File: src/rtl/blocpu_program_loader.sv
// Framed byte-stream loader for blocpu_core: assembles instruction words, writes them into
// instruction memory, then requests the core to run and tracks it until it halts.
module blocpu_program_loader #(
    parameter int unsigned InstrWidth   = 12,
    parameter int unsigned AddrWidth    = 8,
    parameter logic [7:0]  SyncByte     = 8'hB1,
    parameter int unsigned StartTimeout = 16
) (
    input  logic                  clk_i,
    input  logic                  rst_ni,
    input  logic [7:0]            in_data_i,
    input  logic                  in_valid_i,
    output logic                  in_ready_o,
    output logic                  mem_we_o,
    output logic [AddrWidth-1:0]  mem_addr_o,
    output logic [InstrWidth-1:0] mem_wdata_o,
    output logic                  core_run_o,
    input  logic                  core_running_i,
    output logic                  busy_o,
    output logic [1:0]            load_error_o,
    output logic [AddrWidth-1:0]  loaded_count_o
);

    localparam int unsigned TmoW = $clog2(StartTimeout + 1);

    typedef enum logic [2:0] {
        StIdle, StLen, StLo, StHi, StWrite, StCsum, StStart, StWaitRun
    } state_e;

    state_e                  state_q, state_d;
    logic [7:0]              len_q, len_d;
    logic [7:0]              lo_q, lo_d;
    logic [7:0]              csum_q, csum_d;
    logic [InstrWidth-1:0]   word_q, word_d;
    logic [AddrWidth-1:0]    addr_q, addr_d;
    logic [AddrWidth-1:0]    count_q, count_d;
    logic [1:0]              err_q, err_d;
    logic [TmoW-1:0]         tmo_q, tmo_d;

    logic                    accept;
    logic                    hi_bad;
    logic [15:0]             word_full;
    logic [AddrWidth-1:0]    count_inc;

    assign in_ready_o     = !(state_q inside {StWrite, StStart, StWaitRun});
    assign accept         = in_valid_i && in_ready_o;
    assign word_full      = {in_data_i, lo_q};
    // HI may only carry the InstrWidth-8 upper instruction bits.
    assign hi_bad         = (in_data_i >> (InstrWidth - 8)) != 8'd0;
    assign count_inc      = count_q + 1'b1;

    assign mem_we_o       = (state_q == StWrite);
    assign mem_addr_o     = addr_q;
    assign mem_wdata_o    = word_q;
    assign core_run_o     = (state_q == StStart) || (state_q == StWaitRun);
    assign busy_o         = (state_q != StIdle);
    assign load_error_o   = err_q;
    assign loaded_count_o = count_q;

    always_comb begin
        state_d = state_q;
        len_d   = len_q;
        lo_d    = lo_q;
        csum_d  = csum_q;
        word_d  = word_q;
        addr_d  = addr_q;
        count_d = count_q;
        err_d   = err_q;
        tmo_d   = tmo_q;
        unique case (state_q)
            StIdle: begin
                if (accept && in_data_i == SyncByte) begin
                    state_d = StLen;
                    err_d   = 2'd0;
                    count_d = '0;
                    addr_d  = '0;
                    csum_d  = 8'd0;
                end
            end
            StLen: begin
                if (accept) begin
                    if (in_data_i == 8'd0) begin
                        err_d   = 2'd1;
                        state_d = StIdle;
                    end else begin
                        len_d   = in_data_i;
                        csum_d  = csum_q ^ in_data_i;
                        state_d = StLo;
                    end
                end
            end
            StLo: begin
                if (accept) begin
                    lo_d    = in_data_i;
                    csum_d  = csum_q ^ in_data_i;
                    state_d = StHi;
                end
            end
            StHi: begin
                if (accept) begin
                    if (hi_bad) begin
                        err_d   = 2'd1;
                        state_d = StIdle;
                    end else begin
                        word_d  = word_full[InstrWidth-1:0];
                        csum_d  = csum_q ^ in_data_i;
                        state_d = StWrite;
                    end
                end
            end
            StWrite: begin
                addr_d  = addr_q + 1'b1;
                count_d = count_inc;
                state_d = (count_inc == AddrWidth'(len_q)) ? StCsum : StLo;
            end
            StCsum: begin
                if (accept) begin
                    if (in_data_i == csum_q) begin
                        tmo_d   = '0;
                        state_d = StStart;
                    end else begin
                        err_d   = 2'd2;
                        state_d = StIdle;
                    end
                end
            end
            StStart: begin
                if (core_running_i) begin
                    state_d = StWaitRun;
                end else if (tmo_q == TmoW'(StartTimeout - 1)) begin
                    err_d   = 2'd3;
                    state_d = StIdle;
                end else begin
                    tmo_d = tmo_q + 1'b1;
                end
            end
            StWaitRun: begin
                // Entered only with core_running high, so a low here is the falling edge.
                if (!core_running_i) begin
                    state_d = StIdle;
                end
            end
            default: state_d = StIdle;
        endcase
    end

    always_ff @(posedge clk_i or negedge rst_ni) begin
        if (!rst_ni) begin
            state_q <= StIdle;
            len_q   <= 8'd0;
            lo_q    <= 8'd0;
            csum_q  <= 8'd0;
            word_q  <= '0;
            addr_q  <= '0;
            count_q <= '0;
            err_q   <= 2'd0;
            tmo_q   <= '0;
        end else begin
            state_q <= state_d;
            len_q   <= len_d;
            lo_q    <= lo_d;
            csum_q  <= csum_d;
            word_q  <= word_d;
            addr_q  <= addr_d;
            count_q <= count_d;
            err_q   <= err_d;
            tmo_q   <= tmo_d;
        end
    end

endmodule

File: config.mk
export PLATFORM = sky130hd
export DESIGN_NAME = blocpu_program_loader
export DESIGN_NICKNAME = d
export VERILOG_FILES = /design/src/rtl/blocpu_program_loader.sv
export SDC_FILE = /design/constraint.sdc
export NUM_CORES = 1
export LEC_CHECK = 0
export CORE_UTILIZATION = 45
export CTS_CLUSTER_DIAMETER = 200
export DETAILED_ROUTE_END_ITERATION = 7
export PLACE_DENSITY = 0.67
export RECOVER_POWER = 100
export SYNTH_ARGS = -nofsm -noshare
export SYNTH_HDL_FRONTEND = slang
export SYNTH_SLANG_ARGS = --single-unit
File: constraint.sdc
create_clock -name clk_i -period 5.3 [get_ports clk_i]
set_clock_uncertainty 0.15 [all_clocks]
set_input_delay 1.06 -clock clk_i [delete_from_list [all_inputs] [get_ports clk_i]]
set_output_delay 1.06 -clock clk_i [all_outputs]
set_load 0.01 [all_outputs]
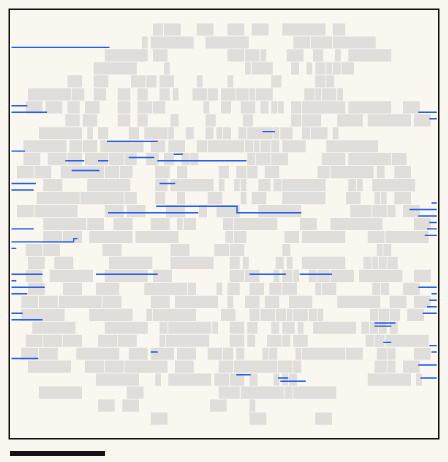
*The metal 3 layer*
The bar under the picture is 20 um long. Cells faint in the background.
share of all routed wire	3.6%
wire length on this layer	278 um
longest straight run	20.2 um
main direction	horizontal

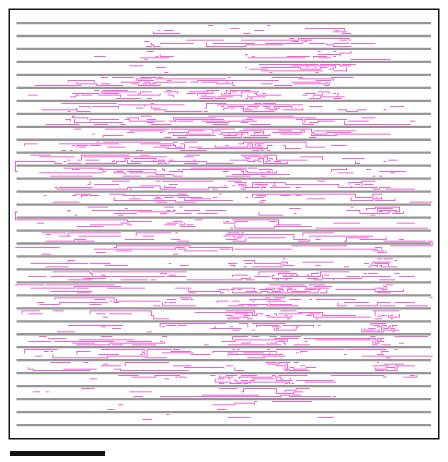
*Met1 routing*
The bar under the picture is 20 um long. Supply wires on this layer in grey.
nets with wire on the layer	335
share of all routed wire	49%
longest straight run	25.3 um
wire length on this layer	3740 um
main direction	horizontal

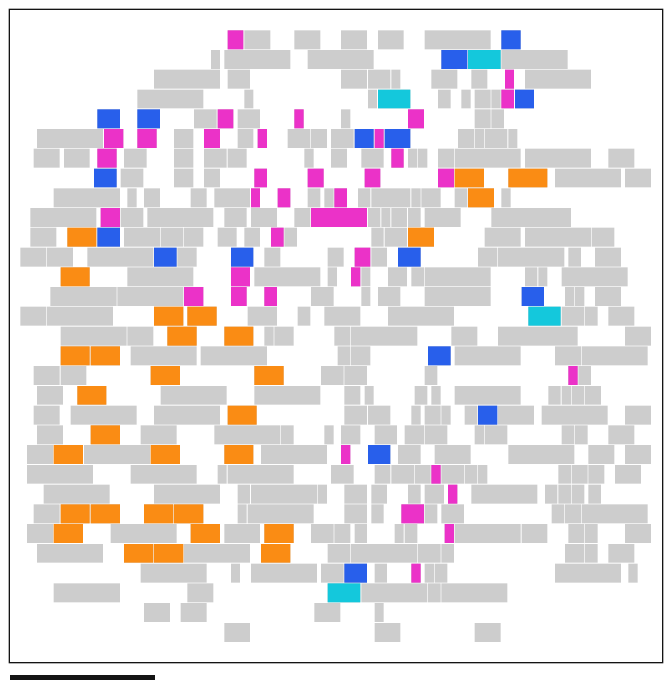
*Logic cells by family*
The bar under the picture is 20 um long.
colour	family	cells	most used
magenta	nor cells	36	nor2_1
blue	non-inverting ao/oa cells	17	a22o_1
orange	mux cells	30	mux2_2
cyan	fa/ha/maj cells	4	ha_1

==> results.py <==
# Metrics from the implementation run
metrics = {
    "clock_network": {
        "path_clk_slew_ns": 0.07,
        "ctsHoldBuffers": 0,
        "root_buffer": "clkbuf_8",
        "cts_buffers": 9,
        "postCtsResizedCells": 0,
        "cts_setup_buffers": 0,
        "clock_path_buffers": 2,
    },
    "global_routing": {
        "grt_pass1_wl_mm": 12.9,
        "gr-usage-met2_pct": 31.0,
        "grt_max_degree": 38,
        "grtUsageMet1_pct": 27.2,
        "antenna_found_initial": 0,
        "grt_pass1_vias": 2622,
        "grt_overflow": 0,
    },
    "finish": {
        "largest_reg_flops": 12,
        "finalInstanceArea_um2": 4070,
        "clkCellAreaFrac_pct": 5.28,
        "seq_share_pct": 38.1,
        "ff_latch_area_um2": 1550,
        "flops": 62,
        "largest_class": "multi-input combinational cells",
        "layout_top_cells": "62 x dfrtp_1, 36 x dlygate4sd3_1, 28 x o21ai_0",
        "nonClockInverterCount": 14,
        "num_antenna_cells": 0,
        "layout_top_cell": "dfrtp_1",
        "fin_util_pct": 55.6,
        "comb_cells": 232,
        "buffers_excl_clock": 48,
        "buffer_area_share_pct": 11.3,
        "area_growth_syn_to_layout_pct": 17.5,
        "n_fill_cell": 642,
    },
    "synthesis": {
        "xor_share_pct": 3.79,
        "top_cells_by_area": "dfrtp_1 45%, mux2_2 8.8%, o21ai_0 3.5%",
        "top_logic_kind": "AND-OR/OR-AND gates",
        "mux_share_pct": 9.78,
        "synth.avg_cell_area_um2": 10.5,
        "yosysTopAreaCellShare_pct": 44.7,
        "edf_count": 0,
        "synthAoiAreaFrac_pct": 18.4,
        "yosysTopAreaCell": "dfrtp_1",
        "flop_cell": "dfrtp_1",
        "yosys_area_um2": 3470,
        "yosysUniqueCellTypes": 64,
        "synth-async-reset-ratio_pct": 100,
        "ys_seq_share_pct": 44.7,
        "ys_sh_simple_pct": 17.3,
        "yosysWarnings": 0,
        "adder_share_pct": 1.44,
        "syn_inst": 329,
        "syn-num-nets": 345,
    },
    "power_and_ir_drop": {
        "ir_drop_mv": 0.239,
        "power.leakage_nw": 1.69,
        "combPwrFrac_pct": 40.3,
        "p_comb_mw": 0.920,
        "powerDensity_nw_per_um2": 560,
        "p_clk_mw": 0.457,
        "swShare_pct": 37.4,
        "top_power_group": "combinational cells",
        "p_seq_mw": 0.906,
        "power_frac_seq_pct": 39.7,
        "finalPower_mw": 2.28,
        "p_int_mw": 1.43,
    },
    "detailed_routing": {
        "routedLengthMet1_mm": 3.74,
        "via_per_inst": 5.89,
        "vias": 2776,
        "dr.pass1.iters": 4,
        "dr_wl_met3_um": 278,
        "drt_iter0_drc": 164,
        "finalWirelength_mm": 7.65,
        "drcViolationCount": 0,
        "detail-route-antenna-nets": 0,
    },
    "placed_design": {
        "place_congestion": 0.850,
        "placed_area_um2": 3950,
        "place_inst": 455,
        "dp_hpwl_mm": 5.24,
        "io_buffers": 45,
    },
    "worst_setup_path": {
        "crit_required_ns": 4.09,
        "r2r_slack_ns": 2.49,
        "critical_path_arrival_ns": 2.64,
        "critPathKind": "flop to primary output",
        "r2r_start": "state_q[0]",
        "rr_worst_depth": 4,
        "cp_cell_sequence": "nor2_1, nand2_1, inv_1, dlygate4sd3_1",
        "critPathTopFamily": "buffers and inverters",
        "crit_buf_inv": 2,
        "startpoint_type": "flop",
        "r2r_end": "len_q[0]",
        "worstSetupPathDepth": 4,
        "cp_max_fo": 17,
        "crit_path_end": "mem_we_o",
        "cpPeakStageDelay_ns": 0.71,
        "endpoint_kind": "primary output",
    },
    "floorplan": {
        "n_tap_cell": 99,
        "core-area_um2": 7330,
        "die-area_um2": 8060,
        "die_w_um": 89.8,
        "fp-row-count": 31,
        "ioPinCount": 46,
    },
    "final_timing": {
        "worstMarginPinSlew_ns": 1.95,
        "drv_slew": 38,
        "slew_headroom_pct": -29.9,
        "fin_crit_sh_pct": 72.7,
        "setup_slack_ns": 1.45,
        "hold_ws_ns": 0.326,
        "hold_viol": 0,
        "setup_violations": 0,
        "tns_ns": 0,
        "fmax_ghz": 0.260,
    },
    "worst_hold_path": {
        "min_from": "mem_addr_o[7]",
        "hold_depth": 1,
        "min_to": "mem_addr_o[7]",
    },
    "status": {
        "status": "complete, but fails checks",
        "violations": "max-capacitance violations, max-slew violations",
    },
    "flow_run": {
        "warning_count": 26,
        "maxCapViolCount": 1,
    },
}
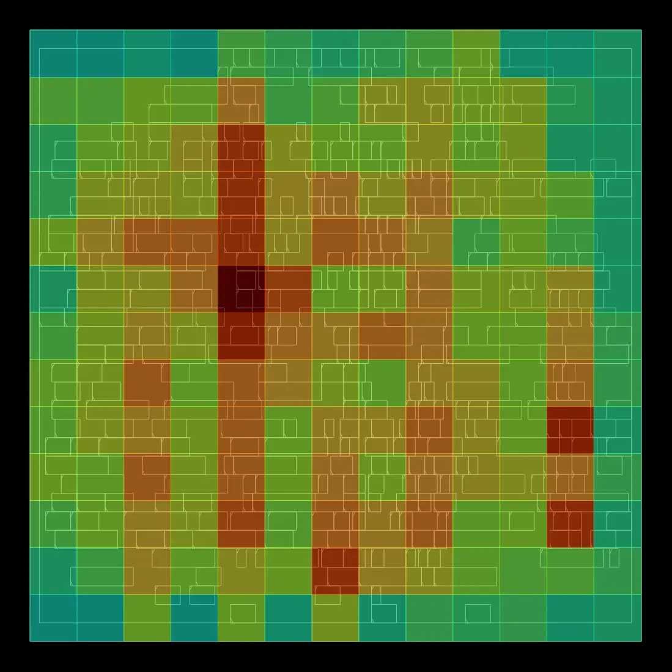
*Track usage over the die*
wire per inst: 16.2 um
Top Usage Layer GRT: met2
Total GRT Usage: 20.0%

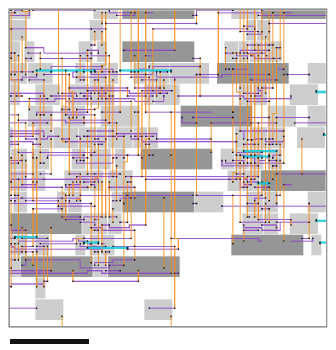
*Layout detail*
The bar under the picture is 10 um long. Region (47, 2) to (87, 42) um. Cells in grey, sequential cells in the stronger grey; small squares are vias.
colour	layer
orange	M2
cyan	M3
purple	M1
most frequent	o21ai_0 (16), dfrtp_1 (10), dlygate4sd3_1 (10)
sequential cells in the window	10
cells with their middle in the window	94
netlist names of flops here include	loaded_count_o (6), mem_addr_o (4)

